Fig. 1: run 1, the metal 3 layer
(6 px per um) Cells faint in the background.
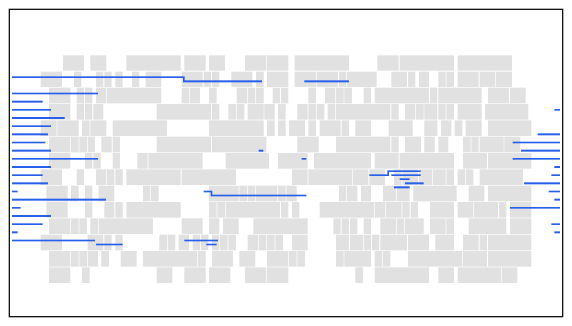
Fig. 2: run 1, metal 1
(8 px per um) Supply wires on this layer in grey. Cells faint in the background.
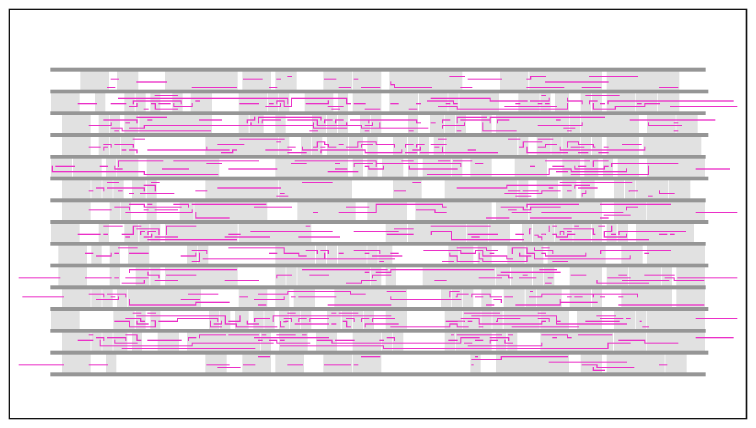
Fig. 3: run 1, where the registers sit
(6 px per um) Other sequential cells in the stronger grey, the rest of the logic in the fainter grey.
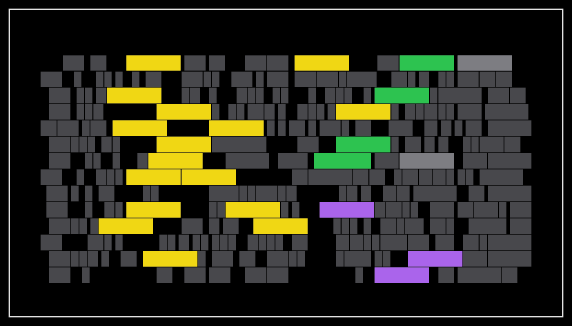
`src/rtl/cisc_bus_pkg.sv`:
```
// Shared definitions for the CISC bus cycle sequencer.
// Contents: the T-state encodings driven to the bus interface unit, the
// cycle-owner encodings, and the sequencer state enum.
// This package has no ports.
package cisc_bus_pkg;

  localparam logic [2:0] T0          = 3'd0;
  localparam logic [2:0] T1          = 3'd1;
  localparam logic [2:0] T2          = 3'd2;
  localparam logic [2:0] T3          = 3'd3;
  localparam logic [2:0] T4          = 3'd4;
  localparam logic [2:0] T5          = 3'd5;
  localparam logic [2:0] T6          = 3'd6;
  localparam logic [2:0] T7          = 3'd7;
  localparam logic [2:0] IDLE_TSTATE = 3'b111;

  localparam logic OWNER_EU    = 1'b1;
  localparam logic OWNER_FETCH = 1'b0;

  // IDLE and T7 both show 3'b111 on the bus, so the state needs a fourth
  // bit to tell them apart.
  typedef enum logic [3:0] {
    S_T0   = 4'd0,
    S_T1   = 4'd1,
    S_T2   = 4'd2,
    S_T3   = 4'd3,
    S_T4   = 4'd4,
    S_T5   = 4'd5,
    S_T6   = 4'd6,
    S_T7   = 4'd7,
    S_IDLE = 4'd8
  } bus_state_t;

endpackage

```
`src/rtl/bus_arbiter_2to1.sv`:
```
// Two-way bus arbiter between the execution unit and the prefetch unit.
// The EU has priority. A registered starvation counter forces one fetch
// grant after STARVE_LIMIT back-to-back EU grants while fetch is waiting.
// Ports:
//   clk, rst   clock and asynchronous active-high reset
//   eu_req     EU bus request
//   fetch_req  prefetch bus request
//   arb_en     high when the sequencer is at an arbitration point
//   eu_win     EU would be granted now (combinational)
//   fetch_win  fetch would be granted now (combinational)
module bus_arbiter_2to1 #(
  parameter int STARVE_LIMIT = 4
) (
  input  logic clk,
  input  logic rst,
  input  logic eu_req,
  input  logic fetch_req,
  input  logic arb_en,
  output logic eu_win,
  output logic fetch_win
);

  localparam int CNT_W = $clog2(STARVE_LIMIT + 1);
  localparam logic [CNT_W-1:0] LIMIT = CNT_W'(STARVE_LIMIT);

  logic [CNT_W-1:0] starve_cnt;

  always_comb begin
    eu_win    = eu_req && (!fetch_req || (starve_cnt < LIMIT));
    fetch_win = fetch_req && !eu_win;
  end

  // The count only means something while fetch is actually waiting, so a
  // low fetch_req clears it regardless of where the sequencer is.
  always_ff @(posedge clk or posedge rst) begin
    if (rst) begin
      starve_cnt <= '0;
    end else if (!fetch_req) begin
      starve_cnt <= '0;
    end else if (arb_en && fetch_win) begin
      starve_cnt <= '0;
    end else if (arb_en && eu_win && (starve_cnt != LIMIT)) begin
      starve_cnt <= starve_cnt + 1'b1;
    end
  end

endmodule

```
`src/rtl/bus_cycle_sequencer.sv`:
```
// Bus cycle sequencer: arbitrates the external bus between the EU and the
// prefetch unit, latches the winner's address/direction and steps the bus
// interface unit through T0..T7, holding T5 while memory is not ready.
// Ports:
//   clk, rst               clock and asynchronous active-high reset
//   eu_req/eu_wr/eu_addr   EU request, direction (1 = write) and address
//   fetch_req/fetch_addr   prefetch read request and address
//   ready                  memory ready, sampled in T5
//   t_state                T-state to the bus interface unit (111 when idle)
//   busint                 bus cycle active
//   dtr_                   cycle direction, 1 = write
//   addr_out               latched cycle address
//   eu_gnt/fetch_gnt       one-cycle grant pulses
//   cycle_done             one-cycle pulse in T7
//   owner                  current cycle owner, 1 = EU
//   bus_err                (BUS_WAIT_TIMEOUT_EN only) pulses with cycle_done
//                          when the cycle was ended by the wait timeout
// Optional feature macro: BUS_WAIT_TIMEOUT_EN bounds T5 wait states to
// TIMEOUT; without it waits are unbounded.
module bus_cycle_sequencer
  import cisc_bus_pkg::*;
#(
  parameter int ADDR_W       = 16,
  parameter int STARVE_LIMIT = 4
`ifdef BUS_WAIT_TIMEOUT_EN
  , parameter int TIMEOUT    = 15
`endif
) (
  input  logic              clk,
  input  logic              rst,
  input  logic              eu_req,
  input  logic              eu_wr,
  input  logic [ADDR_W-1:0] eu_addr,
  input  logic              fetch_req,
  input  logic [ADDR_W-1:0] fetch_addr,
  input  logic              ready,
  output logic [2:0]        t_state,
  output logic              busint,
  output logic              dtr_,
  output logic [ADDR_W-1:0] addr_out,
  output logic              eu_gnt,
  output logic              fetch_gnt,
  output logic              cycle_done,
  output logic              owner
`ifdef BUS_WAIT_TIMEOUT_EN
  , output logic            bus_err
`endif
);

  bus_state_t state, next_state;
  logic       arb_en;
  logic       eu_win, fetch_win;
  logic       grant;
  logic       wait_expired;

  // Arbitration happens in IDLE and in T7 so back-to-back cycles need no
  // idle cycle between them.
  assign arb_en = (state == S_IDLE) || (state == S_T7);
  assign grant  = arb_en && (eu_win || fetch_win);

  bus_arbiter_2to1 #(
    .STARVE_LIMIT(STARVE_LIMIT)
  ) u_arbiter (
    .clk       (clk),
    .rst       (rst),
    .eu_req    (eu_req),
    .fetch_req (fetch_req),
    .arb_en    (arb_en),
    .eu_win    (eu_win),
    .fetch_win (fetch_win)
  );

`ifdef BUS_WAIT_TIMEOUT_EN
  localparam int WAIT_W = $clog2(TIMEOUT + 1);
  localparam logic [WAIT_W-1:0] WAIT_MAX = WAIT_W'(TIMEOUT);

  logic [WAIT_W-1:0] wait_cnt;
  logic              timed_out;

  assign wait_expired = (wait_cnt == WAIT_MAX);

  // timed_out remembers that this cycle was cut short so bus_err can be
  // flagged later, at T7.
  always_ff @(posedge clk or posedge rst) begin
    if (rst) begin
      wait_cnt  <= '0;
      timed_out <= 1'b0;
    end else if (state == S_T0) begin
      wait_cnt  <= '0;
      timed_out <= 1'b0;
    end else if ((state == S_T5) && !ready) begin
      if (wait_expired) begin
        timed_out <= 1'b1;
      end else begin
        wait_cnt <= wait_cnt + 1'b1;
      end
    end
  end

  assign bus_err = cycle_done && timed_out;
`else
  assign wait_expired = 1'b0;
`endif

  always_ff @(posedge clk or posedge rst) begin
    if (rst) begin
      state <= S_IDLE;
    end else begin
      state <= next_state;
    end
  end

  always_comb begin
    next_state = state;
    case (state)
      S_IDLE: if (grant) next_state = S_T0;
      S_T0:   next_state = S_T1;
      S_T1:   next_state = S_T2;
      S_T2:   next_state = S_T3;
      S_T3:   next_state = S_T4;
      S_T4:   next_state = S_T5;
      S_T5:   if (ready || wait_expired) next_state = S_T6;
      S_T6:   next_state = S_T7;
      S_T7:   next_state = grant ? S_T0 : S_IDLE;
      default: next_state = S_IDLE;
    endcase
  end

  // Grants are gated by rst so a pending request is not acknowledged while
  // the sequencer is being held in reset.
  always_comb begin
    t_state = IDLE_TSTATE;
    case (state)
      S_T0: t_state = T0;
      S_T1: t_state = T1;
      S_T2: t_state = T2;
      S_T3: t_state = T3;
      S_T4: t_state = T4;
      S_T5: t_state = T5;
      S_T6: t_state = T6;
      S_T7: t_state = T7;
      default: t_state = IDLE_TSTATE;
    endcase
    busint     = (state != S_IDLE);
    cycle_done = (state == S_T7);
    eu_gnt     = arb_en && eu_win && !rst;
    fetch_gnt  = arb_en && fetch_win && !rst;
  end

  // Cycle attributes are only loaded at a grant, which keeps them stable
  // from T0 through T7.
  always_ff @(posedge clk or posedge rst) begin
    if (rst) begin
      addr_out <= '0;
      owner    <= OWNER_FETCH;
      dtr_     <= 1'b0;
    end else if (grant) begin
      if (eu_win) begin
        addr_out <= eu_addr;
        owner    <= OWNER_EU;
        dtr_     <= eu_wr;
      end else begin
        addr_out <= fetch_addr;
        owner    <= OWNER_FETCH;
        dtr_     <= 1'b0;
      end
    end
  end

endmodule

```
`config.mk`:
```
export PLATFORM = sky130hd
export DESIGN_NAME = bus_cycle_sequencer
export DESIGN_NICKNAME = d
export VERILOG_FILES = /design/src/rtl/cisc_bus_pkg.sv /design/src/rtl/bus_arbiter_2to1.sv /design/src/rtl/bus_cycle_sequencer.sv
export SDC_FILE = /design/constraint.sdc
export NUM_CORES = 1
export LEC_CHECK = 0
export ABC_AREA = 1
export CORE_ASPECT_RATIO = 0.5
export CORE_MARGIN = 5
export CORE_UTILIZATION = 41
export CTS_CLUSTER_DIAMETER = 200
export DETAILED_ROUTE_END_ITERATION = 12
export PLACE_DENSITY_LB_ADDON = 0.12
export SETUP_SLACK_MARGIN = 0.15
export SYNTH_ARGS = -nofsm -noshare
export SYNTH_HDL_FRONTEND = slang
export SYNTH_SLANG_ARGS = --single-unit
```
`constraint.sdc`:
```
create_clock -name clk -period 1.9 [get_ports clk]
set_input_delay 0.38 -clock clk [delete_from_list [all_inputs] [get_ports clk]]
set_output_delay 0.38 -clock clk [all_outputs]
set_load 0.1 [all_outputs]
```
==> reports/metrics.csv, run 1 <==
metric,value,unit
ys_seq_share,45.5,%
violations,negative setup slack,
fp_nets,232,
drtIter0Drc,36,
fin_setup_tns,-0.0650,ns
wl_met3,273,um
layout_top_cells_excl_fill_tap,"nand2_1 (94), clkdlybuf4s50_1 (37), buf_4 (33), dfrtp_1 (24), nand3_1 (20)",
ant_nets,0,
fp_util,44.2,%
ys.flops,25,
die_area,0.00469,sq mm
cts_made_buffers,3,
cts_buffer_depth,2,
htree_levels,1,
outcome,finished with violations,
clk_latency,0.27,ns
worst-endpoint-arrival,1.56,ns
postLayoutSetupSlackWorst,-0.0409,ns
synthCells,192,
finalSetupViolations,3,
gp_congestion,0.808,
drive_gt1_share,25.8,%
fin_util,75.8,%
slowest_stage,dfstp_2,
period_needed,1.94,ns
finalClockPeriodUsage,102,%
num_antenna_cells,0,
avgSynthCellArea,7.17,sq um
## Picture notes: Fig. 1
share of all routed wire: 6.6%
nets with wire on the layer: 42
GR Util met3: 5.87%
DR vias: 1485

## Picture notes: Fig. 2
main direction: horizontal
nets with wire on the layer: 273
share of all routed wire: 44%
wire length on this layer: 1830 um
longest straight run: 28.1 um

## Picture notes: Fig. 3
legend:
  green:
    name_in_the_netlist: `state`
    sequential_cells: 4
  yellow:
    name_in_the_netlist: `addr_out`
    sequential_cells: 16
  purple:
    name_in_the_netlist: `u_arbiter.starve_cnt`
    sequential_cells: 3
not coloured: 2

## run 1: worst paths after layout
kind	end	from	cells after the start	slack, ns
worst min-delay path	state[2]$_DFFE_PP0P_	rst	2	0.49
worst max register to register	addr_out[7]$_DFFE_PP0P_	state[3]$_DFFE_PP1P_	10	0.23
worst min register to register	addr_out[0]$_DFFE_PP0P_	addr_out[0]$_DFFE_PP0P_	2	0.49
worst max-delay path	fetch_gnt	state[3]$_DFFE_PP1P_	7	-0.04
min in group clk	addr_out[0]$_DFFE_PP0P_	addr_out[0]$_DFFE_PP0P_	2	0.49
max in group asynchronous	state[3]$_DFFE_PP1P_	rst	3	0.91
## run 1: registers in the layout, summed over array words and instances, names as in the netlist
name and count:
addr_out 16, state 4, u_arbiter.starve_cnt 3, dtr_ 1, owner 1
## run 1: layer usage
metal / GRT usage, % / vias to the layer above
met5: 0 / -
met4: 3.69 / 0
met3: 5.87 / 5
met2: 29.5 / 52
met1: 21.6 / 674
li1: - / 754
## run 1: cell usage after synthesis (all sizes together)
| master | count | area, sq um |
|---|---|---|
| dfstp | 1 | 26.3 |
| a21oi | 3 | 22.5 |
| ha | 2 | 25.0 |
| nand2 | 103 | 407 |
| nor2 | 9 | 38.8 |
| nand3 | 22 | 115 |
| inv | 15 | 56.3 |
| buf | 7 | 50.1 |
| o21ai | 2 | 10.0 |
| o211ai | 1 | 7.51 |
| nand4 | 3 | 18.8 |
| dfrtp | 24 | 601 |
## run 1: metrics by stage
stage	std cells	instance area, sq um	worst slack (ns)
final	311	2360	-0.0409
after global routing	311	2360	-0.125
after CTS	304	2250	-0.0599
after detailed placement	295	2150	-0.0355
after global placement	295	2150	0.0188
after floorplan	192	1430	-0.208
## run 1: layout make-up
class | instances | area, sq um | area share [%]
clock inverter | 1 | 5.00 | 0.212
sequential | 25 | 627 | 26.5
timing repair buffer | 82 | 846 | 35.8
inverter | 15 | 56.3 | 2.38
tap | 40 | 50.0 | 2.12
clock buffer | 3 | 41.3 | 1.75
multi-input combinational | 145 | 738 | 31.2
## run 1: cells by family (layout without fill, tap and decap cells)
group	after synthesis	after routing	synth area share [%]
flip-flops	25	25	45.5
adder cells (fa/ha/maj)	2	2	1.82
AND/OR/NAND/NOR	137	137	42.1
buffers and inverters	22	101	7.72
AND-OR/OR-AND	6	6	2.91
## run 1: timing repair
item	CTS	global route
resized	4	10
setup buffers	5	6
cloned	0	1
pin swaps	4	4
endpoints found under the setup margin	3	25
Fig. 4: run 1, wiring by layer
(6 px per um) Two of the layers only.
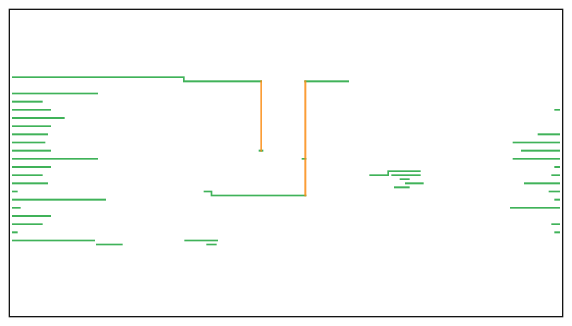

==> run 1 -> run 2 <==
--- a/config.mk
+++ b/config.mk
@@ -5,7 +5,6 @@
 export SDC_FILE = /design/constraint.sdc
 export NUM_CORES = 1
 export LEC_CHECK = 0
-export ABC_AREA = 1
 export CORE_ASPECT_RATIO = 0.5
 export CORE_MARGIN = 5
 export CORE_UTILIZATION = 41
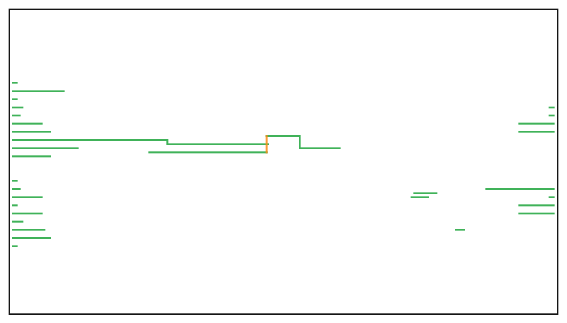
Fig. 5. Wiring by layer (run 2).
(6 px per um) Two of the layers only.
legend:
  green:
    layer: M3
    wire_length: 188 um
  orange:
    layer: M4
    wire_length: 2.70 um

==> reports/metrics.csv, run 2 <==
metric,value,unit,change
combGateArea,749,sq um,+1.5%
drive_gt1_share,51.5,%,+26 points
top_cell_area_share,44.5,%,+0.89 points
clk_latency,0.26,ns,about the same
avgSynthCellArea,13.0,sq um,+81%
postLayoutSetupSlackWorst,-0.335,ns,-0.294 ns
cts_buffer_depth,2,,unchanged
synthFlopType,dfrtp_1,,
die_area,0.00461,sq mm,-1.7%
cp.depth,6,,-1
slowest_stage,a2111oi_4,,
outcome,finished with violations,,
r2r_slack,0.02,ns,-0.21 ns
layout_top_cells_excl_fill_tap,"clkdlybuf4s50_1 (35), buf_4 (35), dfrtp_1 (24), mux2_2 (16), mux2_4 (16)",,
htree_levels,1,,unchanged
cts_made_buffers,3,,unchanged
reg_top3,"addr_out x16, state x4, u_arbiter.starve_cnt x3",,
synthCells,104,,-46%
edf_count,0,,unchanged
r2r_cells,8,,-2
top_register,addr_out,,
finalSetupViolations,4,,+1
pin_count,63,,
cp-endpoint,fetch_gnt,,
worst-endpoint-arrival,1.85,ns,+0.29 ns
r2r-start,state[3]$_DFFE_PP1P_,,
synth_area_leader_cell,dfrtp_1,,
fin_setup_tns,-0.758,ns,-0.693 ns
period_needed,2.23,ns,+0.294 ns
num_antenna_cells,0,,unchanged
largest_reg_flops,16,,unchanged
ys.flops,25,,unchanged
gp_congestion,0.778,,-3.7%
finalClockPeriodUsage,118,%,+15 points
area_leaders,"dfrtp_1 (44%), mux2_2 (18%), mux2_4 (11%)",,
top_cells_by_count,"dfrtp_1 (24), mux2_2 (22), mux2_4 (10), inv_1 (5)",,
drtIter0Drc,29,,-19%
violations,negative setup slack,,
==> run 2: cell types whose count changed after synthesis, moves of 5 or more <==
cell / change
nand3_1: -18
nand2_1: -95
nor2_1: -5
mux2_4: +10
mux2_2: +22
inv_1: -8
==> run 2: layout make-up <==
type                            count  area share [%]
Timing Repair Buffer               89            38.2
Clock buffer                        4            1.84
Multi-Input combinational cell     70            30.6
Inverter                            6            1.64
Sequential cell                    25            25.6
Tap cell                           40            2.05
==> run 2: cells by family (layout without fill, tap and decap cells) <==
kind of cell	Yosys count	in the layout	share of synthesized area, %
adder cells (fa/ha/maj)	2	2	1.85
AND/OR/NAND/NOR	20	20	9.55
XOR/XNOR	1	1	0.649
flip-flops	25	25	46.4
buffers and inverters	9	99	3.89
multiplexers	32	32	29.5
AND-OR/OR-AND	15	15	8.16
==> run 2: worst min path at each step <==
stage	slack, ns	endpoint	cells after the start
after CTS	0.51	dtr_$_DFFE_PP0P_	1
after floorplan	0.42	addr_out[0]$_DFFE_PP0P_	1
after detailed placement	0.49	dtr_$_DFFE_PP0P_	1
after global placement	0.49	dtr_$_DFFE_PP0P_	1
final	0.50	dtr_$_DFFE_PP0P_	1
after global routing	0.52	dtr_$_DFFE_PP0P_	1
==> run 2: stage by stage <==
stage	setup slack, ns	instances	cell area, sq um	hold slack, ns	util [%]
floorplan	-0.791	104	1410	0.415	-
global placement	-0.228	215	2190	0.487	70.9
detailed placement	-0.226	215	2190	0.492	70.9
CTS	-0.287	226	2350	0.510	76.1
global route	-0.422	234	2450	0.522	79.3
finish	-0.335	234	2450	0.503	79.3
==> run 2: per-layer routing <==
layer,part of all wire (%),vias to the layer above,track usage (%)
met4,0.055,0,0.732
li1,-,556,-
met3,5.1,2,4.93
met1,42,564,17.0
met2,53,36,29.9
met5,0,-,0
==> run 2: what timing repair did <==
item / in CTS / in global routing
buffers inserted: 6 / 8
gates cloned: 1 / 0
endpoints found under the setup margin: 20 / 23
resized: 7 / 10
pin swaps: 0 / 6
hold endpoints to repair: 0 / 0
Fig. 6: run 2, the metal 3 layer
(6 px per um) Cells faint in the background.
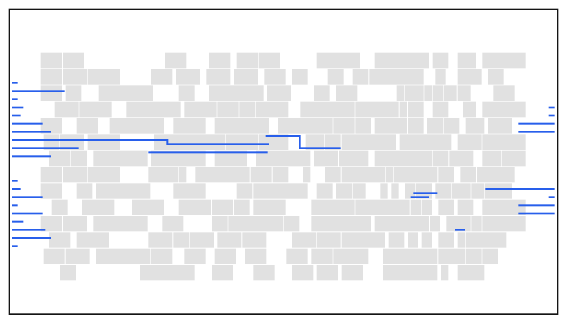

==> run 2 -> run 3 <==
--- a/config.mk
+++ b/config.mk
@@ -6,11 +6,12 @@
 export NUM_CORES = 1
 export LEC_CHECK = 0
 export CORE_ASPECT_RATIO = 0.5
-export CORE_MARGIN = 5
+export CORE_MARGIN = 4
 export CORE_UTILIZATION = 41
 export CTS_CLUSTER_DIAMETER = 200
 export DETAILED_ROUTE_END_ITERATION = 12
 export PLACE_DENSITY_LB_ADDON = 0.12
+export REMOVE_ABC_BUFFERS = 1
 export SETUP_SLACK_MARGIN = 0.15
 export SYNTH_ARGS = -nofsm -noshare
 export SYNTH_HDL_FRONTEND = slang
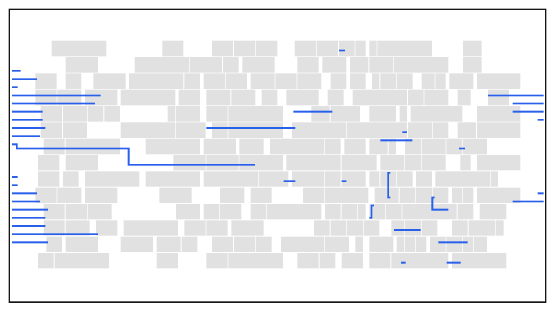
Fig. 7. The metal 3 layer (run 3).
(6 px per um) Cells faint in the background.
GR Util met3: 5.59%
final WL: 3900 um

==> reports/metrics.csv, run 3 <==
metric,value,unit,change
finalClockPeriodUsage,117,%,-0.39 points
ys_seq_share,46.4,%,
top_cell_area_share,44.5,%,unchanged
avgSynthCellArea,13.0,sq um,unchanged
layout_top_cells_excl_fill_tap,"buf_4 (42), clkdlybuf4s50_1 (37), dfrtp_1 (24), mux2_2 (16), mux2_4 (16)",,
cts_made_buffers,3,,unchanged
clk_latency,0.27,ns,about the same
overflow,0,,
postLayoutSetupSlackWorst,-0.327,ns,+0.00742 ns
critPathCaptureType,output pin,,
die_h,48.6,um,
hold_start,dtr_$_DFFE_PP0P_,,
fin_nets,243,,
outcome,finished with violations,,
finalSetupViolations,20,,+16
area_leaders,"dfrtp_1 (44%), mux2_2 (18%), mux2_4 (11%)",,
cts_buffer_depth,2,,unchanged
edf_count,0,,unchanged
pin_count,63,,unchanged
largest_reg_flops,16,,unchanged
synth_area_leader_cell,dfrtp_1,,
ys_chip_area,0.00135,sq mm,
combGateArea,742,sq um,-1.0%
r2r_slack,-0.20,ns,-0.22 ns
r2r-start,state[3]$_DFFE_PP1P_,,
drive_gt1_share,53.5,%,+1.9 points
cts_sinks,25,,
synthFlopType,dfrtp_1,,
violations,negative setup slack,,
ys.flops,25,,unchanged
top_cells_by_count,"dfrtp_1 (24), mux2_2 (22), mux2_4 (10), inv_1 (5)",,
synthCells,104,,unchanged
drtIter0Drc,36,,+24%
final_area,0.00246,sq mm,+0.77%
htree_levels,1,,unchanged
die_area,0.00433,sq mm,-6.1%
num_antenna_cells,0,,unchanged
dp_worst_setup_slack,-0.200,ns,+0.0253 ns
period_needed,2.23,ns,-0.00742 ns
worst-endpoint-arrival,1.85,ns,about the same
dpl-instance-area,0.00216,sq mm,-1.1%
worstHoldEndpoint,dtr_$_DFFE_PP0P_,,
run 3: cell counts after synthesis:
Identical to the previous run, type by type.
run 3: kinds of logic (layout without fill, tap and decap cells):
kind of cell / count (synthesis) / after routing / share of synthesized area, %
mux: 32 / 32 / 29.5
flops: 25 / 25 / 46.4
simple gates: 20 / 20 / 9.55
compound gates: 15 / 15 / 8.16
buf+inv: 9 / 107 / 3.89
fa+ha+maj: 2 / 2 / 1.85
xor+xnor: 1 / 1 / 0.649
run 3: layout make-up:
| type | count | area share (%) |
|---|---|---|
| timing repair buffer | 97 | 39.4 |
| multi-input combinational | 70 | 30.1 |
| sequential | 25 | 25.4 |
| tap | 40 | 2.03 |
| clock buffer | 4 | 1.83 |
| inverter | 6 | 1.17 |
run 3: per-layer routing:
layer	vias up	routed length [um]	share of wire (%)	global-route usage, %
met5	-	0	0	0
met4	0	74	1.9	2.48
met3	9	219	5.6	5.59
met2	46	2030	52	31.1
met1	586	1580	40	20.4
li1	568	-	-	-
run 3: worst max path at each step:
stage,start,endpoint,cells past startpoint
after CTS,state[3]$_DFFE_PP1P_,fetch_gnt,5
final,state[3]$_DFFE_PP1P_,fetch_gnt,5
after floorplan,state[3]$_DFFE_PP1P_,fetch_gnt,3
after global placement,eu_req,fetch_gnt,5
after global routing,state[3]$_DFFE_PP1P_,fetch_gnt,5
after detailed placement,eu_req,fetch_gnt,5
run 3: through the flow:
step | TNS [ns] | utilization [%] | std cells
finish | -3.77 | 80.0 | 242
global route | -4.76 | 80.0 | 242
CTS | -2.68 | 75.9 | 231
detailed placement | -2.28 | 70.1 | 220
global placement | -1.58 | 70.1 | 220
floorplan | -17.03 | - | 101
run 3: worst max-delay path, cell delays in order (launching register included):
cell and delay [ns]:
dfstp_2 0.56, nor4b_4 0.30, inv_4 0.08, a2111oi_4 0.30, buf_4 0.17, buf_12 0.16
run 3: timing repair:
item | 4_1_cts | 5_1_grt
pin swaps | 2 | 10
gates resized | 15 | 13
gates cloned | 1 | 0
buffers inserted | 6 | 11
endpoints found under the setup margin | 20 | 24

==> notes/layouts.md <==
Pictures saved along the way, in no particular order.

Routing congestion.
picture 1
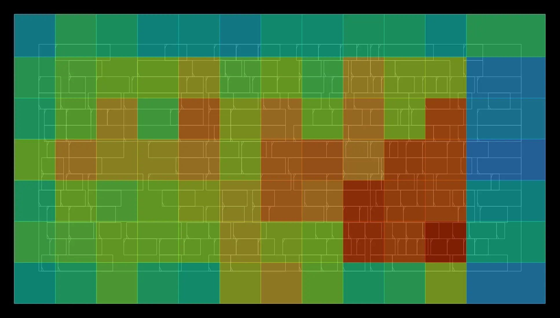
picture 2
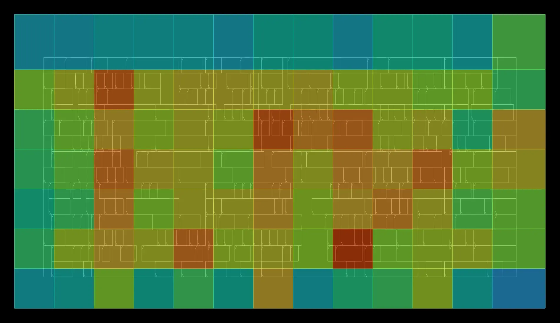
The one with the most wire per cell is picture 1.
picture 1 -> run 3
picture 2 -> run 1

